**Run 1: wiring by layer**

Scale bar: 20 um. Two of the layers only.
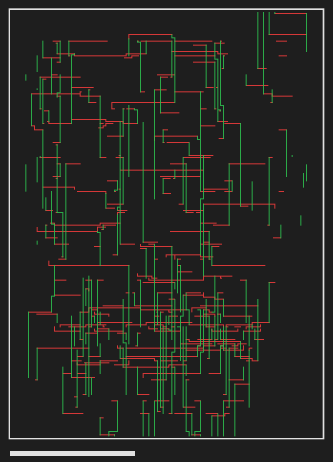
**Run 1: wiring heat map**

Scale bar: 20 um. 10 x 14 tiles, from black (low) to pale yellow (high), scaled to the fullest tile. Values are wire area over tile area, all layers added.
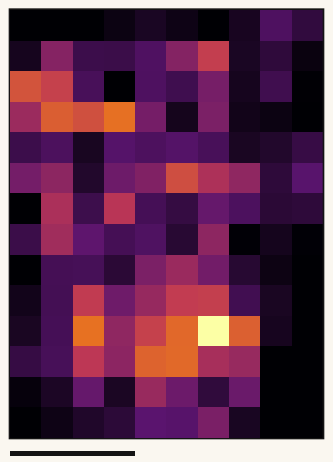
**Run 1: where the registers sit**

Other sequential cells in the stronger gray, the rest of the logic in the fainter gray.
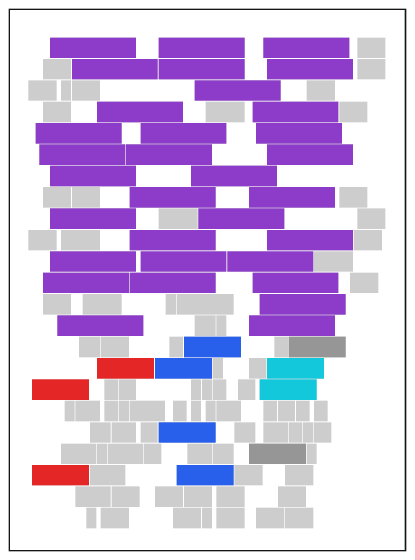
`src/rtl/latency_pipe_ctrl.sv`:
```
// rtl/latency_pipe_ctrl.sv - valid/ready flow controller for an N-stage clock-enabled latency line
// Optional macro LATENCY_PIPE_CTRL_STATS_EN adds stall_cnt/xfer_cnt counter outputs.
module latency_pipe_ctrl #(
  parameter int N = 4,
  parameter int B = 8,
  localparam int OW = $clog2(N + 1)
) (
  input  logic          clk,
  input  logic          rst,
  input  logic          start,
  input  logic          flush,
  input  logic          s_valid,
  output logic          s_ready,
  input  logic [B-1:0]  s_data,
  output logic          m_valid,
  input  logic          m_ready,
  output logic [B-1:0]  m_data,
  output logic          pipe_en,
  output logic [OW-1:0] occupancy,
  output logic          busy,
  output logic          done
`ifdef LATENCY_PIPE_CTRL_STATS_EN
  ,
  output logic [31:0]   stall_cnt,
  output logic [31:0]   xfer_cnt
`endif
);

  typedef enum logic [1:0] {IDLE, RUN, DRAIN} state_t;

  state_t       state;
  logic [N-1:0] vld;
  logic [B-1:0] stage [N];
  logic         acc;
  logic         out;

  // Global stall: the whole line freezes while the head beat is refused.
  assign pipe_en = m_ready | ~vld[N-1];
  assign s_ready = pipe_en & (state == RUN);
  assign acc     = s_valid & s_ready;
  assign m_valid = vld[N-1];
  assign out     = m_valid & m_ready;
  assign m_data  = stage[N-1];

  always_ff @(posedge clk) begin
    if (pipe_en) begin
      stage[0] <= s_data;
      for (int i = 1; i < N; i++) stage[i] <= stage[i-1];
    end
  end

  always_ff @(posedge clk) begin
    if (rst) begin
      vld <= '0;
    end else if (pipe_en) begin
      vld[0] <= acc;
      for (int i = 1; i < N; i++) vld[i] <= vld[i-1];
    end
  end

  always_ff @(posedge clk) begin
    if (rst) begin
      occupancy <= '0;
    end else begin
      case ({acc, out})
        2'b10:   occupancy <= occupancy + OW'(1);
        2'b01:   occupancy <= occupancy - OW'(1);
        default: occupancy <= occupancy;
      endcase
    end
  end

  always_ff @(posedge clk) begin
    if (rst) begin
      state <= IDLE;
      busy  <= 1'b0;
      done  <= 1'b0;
    end else begin
      done <= 1'b0;
      case (state)
        IDLE: begin
          if (start) begin
            state <= RUN;
            busy  <= 1'b1;
          end
        end
        RUN: begin
          if (flush) state <= DRAIN;
        end
        DRAIN: begin
          // Leave once the last beat is gone, including the cycle it departs.
          if (occupancy == '0 || (occupancy == OW'(1) && out)) begin
            state <= IDLE;
            busy  <= 1'b0;
            done  <= 1'b1;
          end
        end
        default: begin
          state <= IDLE;
          busy  <= 1'b0;
        end
      endcase
    end
  end

`ifdef LATENCY_PIPE_CTRL_STATS_EN
  always_ff @(posedge clk) begin
    if (rst || (state == IDLE && start)) begin
      stall_cnt <= '0;
      xfer_cnt  <= '0;
    end else if (state != IDLE) begin
      if (m_valid && !m_ready && stall_cnt != 32'hFFFF_FFFF) stall_cnt <= stall_cnt + 32'd1;
      if (out && xfer_cnt != 32'hFFFF_FFFF) xfer_cnt <= xfer_cnt + 32'd1;
    end
  end
`endif

endmodule

```
`config.mk`:
```
export PLATFORM = sky130hd
export DESIGN_NAME = latency_pipe_ctrl
export DESIGN_NICKNAME = d
export VERILOG_FILES = /design/src/rtl/latency_pipe_ctrl.sv
export SDC_FILE = /design/constraint.sdc
export NUM_CORES = 1
export LEC_CHECK = 0
export CAP_MARGIN = 10
export CORE_ASPECT_RATIO = 1.4
export CORE_MARGIN = 2
export CORE_UTILIZATION = 49
export DETAILED_ROUTE_END_ITERATION = 6
export PLACE_DENSITY = 0.77
export SLEW_MARGIN = 20
export SYNTH_ARGS = -nofsm -noshare
export SYNTH_HDL_FRONTEND = slang
export SYNTH_SLANG_ARGS = --single-unit
```
`constraint.sdc`:
```
create_clock -name clk -period 3.5 [get_ports clk]
set_clock_uncertainty 0.1 [all_clocks]
set_input_delay 0.7 -clock clk [delete_from_list [all_inputs] [get_ports clk]]
set_output_delay 0.7 -clock clk [all_outputs]
set_load 0.05 [all_outputs]
```
==> run notes, run 1 <==
The run finished with clean final reports. The die is 68.73 um tall. Looking at the clock tree report, the H-tree level count equals 2. The logs give 2849 um^2 for the standard cell core area and 0 for the number of remaining DRC errors. The combinational share of power is 0.097, and the post-detailed-placement half-perimeter wirelength is 1.371 mm. The run gives 691 for the number of global-route vias before repair. The transition time at the pin with the least slew margin came out at 0.5032 ns. The worst-case clock buffer depth was 2. The most frequent logic cell in the layout is sky130_fd_sc_hd__edfxtp_1. The final timing report lists a max-slew violation count of 0. In this run the critical register-to-register path is captured at occupancy[2]$_SDFFE_PP0P_. Per report_power, the Clock row totals 0.291 mW. The main flop type is sky130_fd_sc_hd__edfxtp_1. With the tally of yosys warning messages at 0, the number of unique standard cell types used by synthesis is 24.

Total power for the finished layout comes to 0.9717 mW. The largest fanout on the critical path is 6, and the worst setup slack before clock tree synthesis is 0.3784 ns. The synthesized netlist handed to floorplanning was reported with a cell count of 88. The final timing report lists a hold violation count of 0.

According to the floorplan log, the row count is 23. The tools report the area of the synthesized netlist per yosys stat as 1466 um^2. More flip-flops sit in one register than any other, and that register is stage.

Recorded from the global router log, the overflow total was 0. The run gives 2.70 ns as the worst path required time. Each instance of the synthesized netlist takes up on average 16.66 um^2.
-- 'wiring by layer' (at the start) --
| color | layer | wire length |
|---|---|---|
| green | metal 2 | 1040 um |
| red | metal 1 | 765 um |

-- 'wiring heat map' (at the start) --
emptiest ninth of the die: top right
nearly empty tiles: 16%
densest ninth of the die: bottom middle
mean over tiles: 0.088
fullest tile: 0.39
detailed-route via count: 794
average wire length per cell after detail routing: 11.84 um
total wirelength of the detailed-routed design: 1.918 mm
global router's overall resource usage: 0.1176

-- 'where the registers sit' (at the start) --
| color | netlist name | flops |
|---|---|---|
| purple | stage | 32 |
| cyan | state | 2 |
| blue | vld | 4 |
| red | occupancy | 3 |
not colored: 2
Seq. pwr: 0.585 mW
area of all sequential standard cells: 1181 um^2
flop share of the area: 0.6215
final cell utilization of the core: 0.6671

## run 1: area by class of cell
cell class	count	area [um^2]
Sequential cell	43	1181
Inverter	3	11.26
Tap cell	37	46.29
Timing Repair Buffer	30	307.8
Fill cell	199	948.4
Clock inverter	2	12.51
Multi-Input combinational cell	41	269.0
Clock buffer	6	72.57
## run 1: worst max-delay path by stage
stage	startpoint	endpoint	slack [ns]	cells past startpoint
2_1_floorplan	m_ready	occupancy[2]$_SDFFE_PP0P_	0.50	6
3_3_place_gp	m_ready	s_ready	0.42	4
3_5_place_dp	m_ready	s_ready	0.38	4
4_1_cts	m_ready	s_ready	0.38	4
5_1_grt	m_ready	s_ready	0.33	4
6_report	m_ready	s_ready	0.39	4
## run 1: cell families after synthesis
family                   share of synthesized area
AND/OR/NAND/NOR                            0.07424
adder cells (fa/ha/maj)                    0.04266
XOR/XNOR                                   0.01195
AND-OR/OR-AND                              0.04779
multiplexers                              0.006826
buffers and inverters                      0.01109
flip-flops                                  0.8055
## run 1: per-layer routing
metal	vias to the layer above	global-route usage	wire length, um
met3	0	0.05388	117
li1	391	-	-
met5	-	0	0
met1	385	0.1263	764
met2	18	0.1990	1036
met4	0	0.05208	0
## run 1: cells in the mapped netlist (2+ instances only)
| cell | n |
|---|---|
| sky130_fd_sc_hd__nand2b_1 | 2 |
| sky130_fd_sc_hd__o21ai_0 | 4 |
| sky130_fd_sc_hd__xor2_1 | 2 |
| sky130_fd_sc_hd__nand2_1 | 5 |
| sky130_fd_sc_hd__dfxtp_1 | 11 |
| sky130_fd_sc_hd__inv_1 | 3 |
| sky130_fd_sc_hd__nor2_1 | 6 |
| sky130_fd_sc_hd__edfxtp_1 | 32 |
| sky130_fd_sc_hd__ha_1 | 5 |
| sky130_fd_sc_hd__a21oi_1 | 4 |
==> run 1 -> run 2 <==
Settings changed: HOLD_SLACK_MARGIN from default to 0.05.
**Run 2: wiring heat map**

Scale bar: 20 um. 10 x 14 tiles, from black (low) to pale yellow (high), scaled to the fullest tile. Values are wire area over tile area, all layers added.
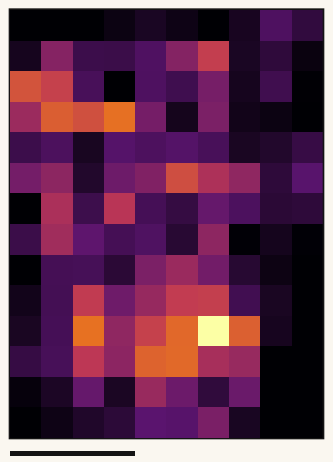
nearly empty tiles: 16%
tiles over half the peak: 12%
mean over tiles: 0.088

**Run 2: cell placement**

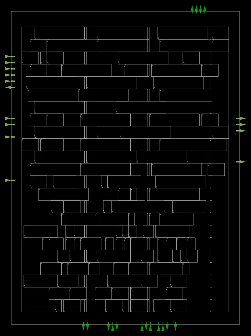
final standard cell count with taps included and fillers excluded: 162
row cnt: 23
number of well taps: 37

==> run 2 against run 1 <==
  * Non-clock buffer count unchanged
  * Maximum frequency unchanged
  * Utilization unchanged
  * Worst setup slack unchanged
  * Die size unchanged
  * Global-route usage unchanged
  * Synthesized cell count unchanged
  * Largest cell class unchanged
  * Highest routed layer unchanged
==> run notes, run 2 <==
The number of unique standard cell types used by synthesis was 24. Per the detail_route report, DRC violations left total 0. For reference, the final report shows the hold violation count at 0. For the worst-case clock buffer depth, the log shows 2.

In the synthesized netlist, the cells that appear most often are sky130_fd_sc_hd__edfxtp_1 (32), sky130_fd_sc_hd__dfxtp_1 (11), sky130_fd_sc_hd__nor2_1 (6). For this run the aggregate overflow at the end of global routing stands at 0. The run finished with clean final reports. The total power is 0.9717 mW, and the total number of vias is 794. With the mean cell area of the mapped netlist at 16.66 um^2, the routed wire length per instance is 11.84 um. The cell count after synthesis came out at 88. Looking at the max-slew report, the worst-margin pin has a slew of 0.5032 ns. The tools report the post-detailed-placement half-perimeter wirelength as 1.371 mm.

The vertical die dimension was 68.73 um. The register with the most flip-flops in the final layout is stage. The report shows a maximum critical-path fanout of 6. In the final layout, the fill cell count is 199.

The tally of yosys warning messages is 0, and the H-tree depth reported by CTS is 2. The total global routing track utilization came out at 0.1176. The tools report the overall routed net length as 1.918 mm.
-- run 2: worst max-delay path, delay by kind of cell --
| family | cells | cell delay, ns |
|---|---|---|
| buffers and inverters | 2 | 1.34 |
| AND/OR/NAND/NOR | 2 | 0.27 |
-- run 2: where the power goes --
group | total (mW) | switching (mW) | internal (mW)
clock network | 0.291 | 0.152 | 0.139
logic | 0.0947 | 0.0557 | 0.0390
registers | 0.585 | 0.0113 | 0.574
total | 0.972 | 0.219 | 0.752
-- run 2: per-layer routing --
metal | vias to the layer above | GRT usage | routed length, um | share of wire
li1 | 391 | - | - | -
met1 | 385 | 0.1263 | 764 | 0.40
met2 | 18 | 0.1990 | 1036 | 0.54
met3 | 0 | 0.05388 | 117 | 0.061
met4 | 0 | 0.05208 | 0 | 0
met5 | - | 0 | 0 | 0
-- run 2: layout make-up --
cell class	count	area, um^2	area share
Sequential cell	43	1181	0.6215
Timing Repair Buffer	30	307.8	0.1619
Multi-Input combinational cell	41	269.0	0.1415
Clock buffer	6	72.57	0.03818
Tap cell	37	46.29	0.02436
Clock inverter	2	12.51	0.006583
Inverter	3	11.26	0.005925
-- run 2: per-stage QoR --
step / instance area, um^2 / std cells
2_1_floorplan: 1466 / 88
3_3_place_gp: 1815 / 154
6_report: 1901 / 162
4_1_cts: 1901 / 162
5_1_grt: 1901 / 162
3_5_place_dp: 1815 / 154
-- run 2: logic make-up (layout without fill, tap and decap cells) --
family	after synthesis	count (layout)	synth area share
AOI/OAI and AO/OA	12	12	0.04779
xor gates and xnor gates	2	2	0.01195
adders and majority gates	5	5	0.04266
buffers and inverters	4	41	0.01109
DFF	43	43	0.8055
muxes	1	1	0.006826
and+or+nand+nor	21	21	0.07424
**Run 2: placed cells, one color a class**

Fill, decap, tap and diode cells in gray.
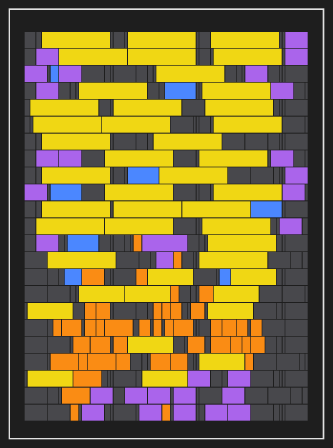

==> run 2 -> run 3 <==
Settings changed: CORE_ASPECT_RATIO 1.4 to 1.2, PLACE_DENSITY 0.77 to 0.84, SLEW_MARGIN 20 to 40.
**Run 3: placed cells, one color a class**

Fill, decap, tap and diode cells in gray.
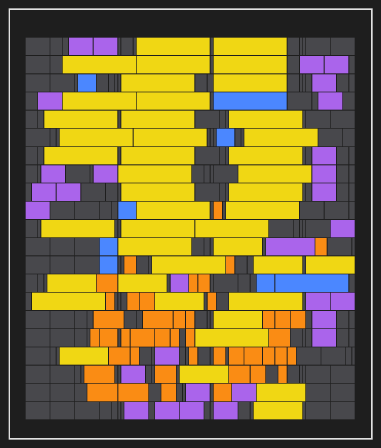
| color | class | cells | share of their area |
|---|---|---|---|
| blue | clock drivers and dummy loads | 8 | 5.6% |
| yellow | flops | 43 | 63% |
| purple | other buffers and delay cells | 30 | 16% |
| orange | combinational and other logic | 44 | 15% |

**Run 3: cell placement**

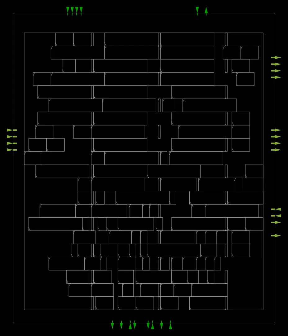
flop share of the area: 0.6162
Filler Cell Count: 182

==> run 3 against run 2 <==
  * Critical path depth unchanged
  * Via count up 2.4%
  * Hold slack better by 0.016 ns
  * First-iteration DRC count down 72%
  * Sequential power about the same
  * Combinational power up 0.6%
  * Design area up 0.86%
  * Worst setup slack worse by 0.0025 ns
  * Maximum frequency about the same
  * Synthesized cell count unchanged
  * Cell count down 1.9%
  * Largest cell class unchanged
==> run notes, run 3 <==
The flow ran to the end, and the final reports show no timing, DRC or antenna violations. The commonest register cell is sky130_fd_sc_hd__edfxtp_1. The number of hold-slack violations in the final timing report was 0.

The run gives 0.6818 for the utilization after layout. The vertical die dimension is 63.93 um. The mean cell area of the mapped netlist was 16.66 um^2; the largest fanout on the critical path was 6. The worst-case clock buffer depth is 2, and the floorplan row count is 21. The most frequently used cell type in the post-synthesis netlist is sky130_fd_sc_hd__edfxtp_1. The worst path required time came out at 2.70 ns. The max-slew violation total from the final report is 0, and the worst setup slack before clock tree synthesis is 0.3822 ns. Per the placement report, the placed cell count is 151. By count the netlist is led by sky130_fd_sc_hd__edfxtp_1 (32), sky130_fd_sc_hd__dfxtp_1 (11), sky130_fd_sc_hd__nor2_1 (6). The met3 usage in global routing was 0.06308; the routed wire length per instance was 13.64 um.

The tools report the total global routing track utilization as 0.1537. The most frequent logic cell in the layout was sky130_fd_sc_hd__edfxtp_1. The number of standard cells after synthesis came out at 88. The floorplan step defined a core boundary enclosing 2811 um^2. The number of global-route vias before repair was 796.
==> run 3: cell counts after synthesis <==
No cell type changed its count.
==> run 3: path summary, 6_finish.rpt <==
path	end	slack, ns	startpoint
setup reg to reg	occupancy[2]$_SDFFE_PP0P_	1.52	vld[3]$_SDFFE_PP0P_
setup / recovery	s_ready	0.39	m_ready
hold reg to reg	stage[1][1]$_DFFE_PP_	0.33	stage[0][1]$_DFFE_PP_
hold / removal	stage[1][1]$_DFFE_PP_	0.33	stage[0][1]$_DFFE_PP_
==> run 3: cells by family after synthesis <==
| kind of cell | count (synthesis) | synth area share |
|---|---|---|
| DFF | 43 | 0.8055 |
| and+or+nand+nor | 21 | 0.07424 |
| AOI/OAI and AO/OA | 12 | 0.04779 |
| adders and majority gates | 5 | 0.04266 |
| buffers and inverters | 4 | 0.01109 |
| xor gates and xnor gates | 2 | 0.01195 |
| muxes | 1 | 0.006826 |
==> run 3: critical path: stages <==
cell and delay [ns]:
sky130_fd_sc_hd__clkdlybuf4s50_1 0.51, sky130_fd_sc_hd__nor2b_2 0.09, sky130_fd_sc_hd__nor3b_1 0.19, sky130_fd_sc_hd__clkdlybuf4s50_1 0.83
==> run 3: final cells by class <==
type	count	area [um^2]	share of cell area
flip-flops and latches	43	1181	0.6162
repair buffers	30	307.8	0.1606
multi-input cells	41	269.0	0.1403
clock inverters	3	67.56	0.03525
well taps	34	42.54	0.02219
clock buffers	5	37.54	0.01958
inverters	3	11.26	0.005875
==> run 3: power breakdown <==
group          total (mW)  internal, mW  switching, mW
combinational      0.0953        0.0390         0.0563
clock               0.373         0.222          0.151
sequential          0.587         0.574         0.0124
total                1.05         0.835          0.220
No activity file was given, so power comes from the tool's default toggle rates.
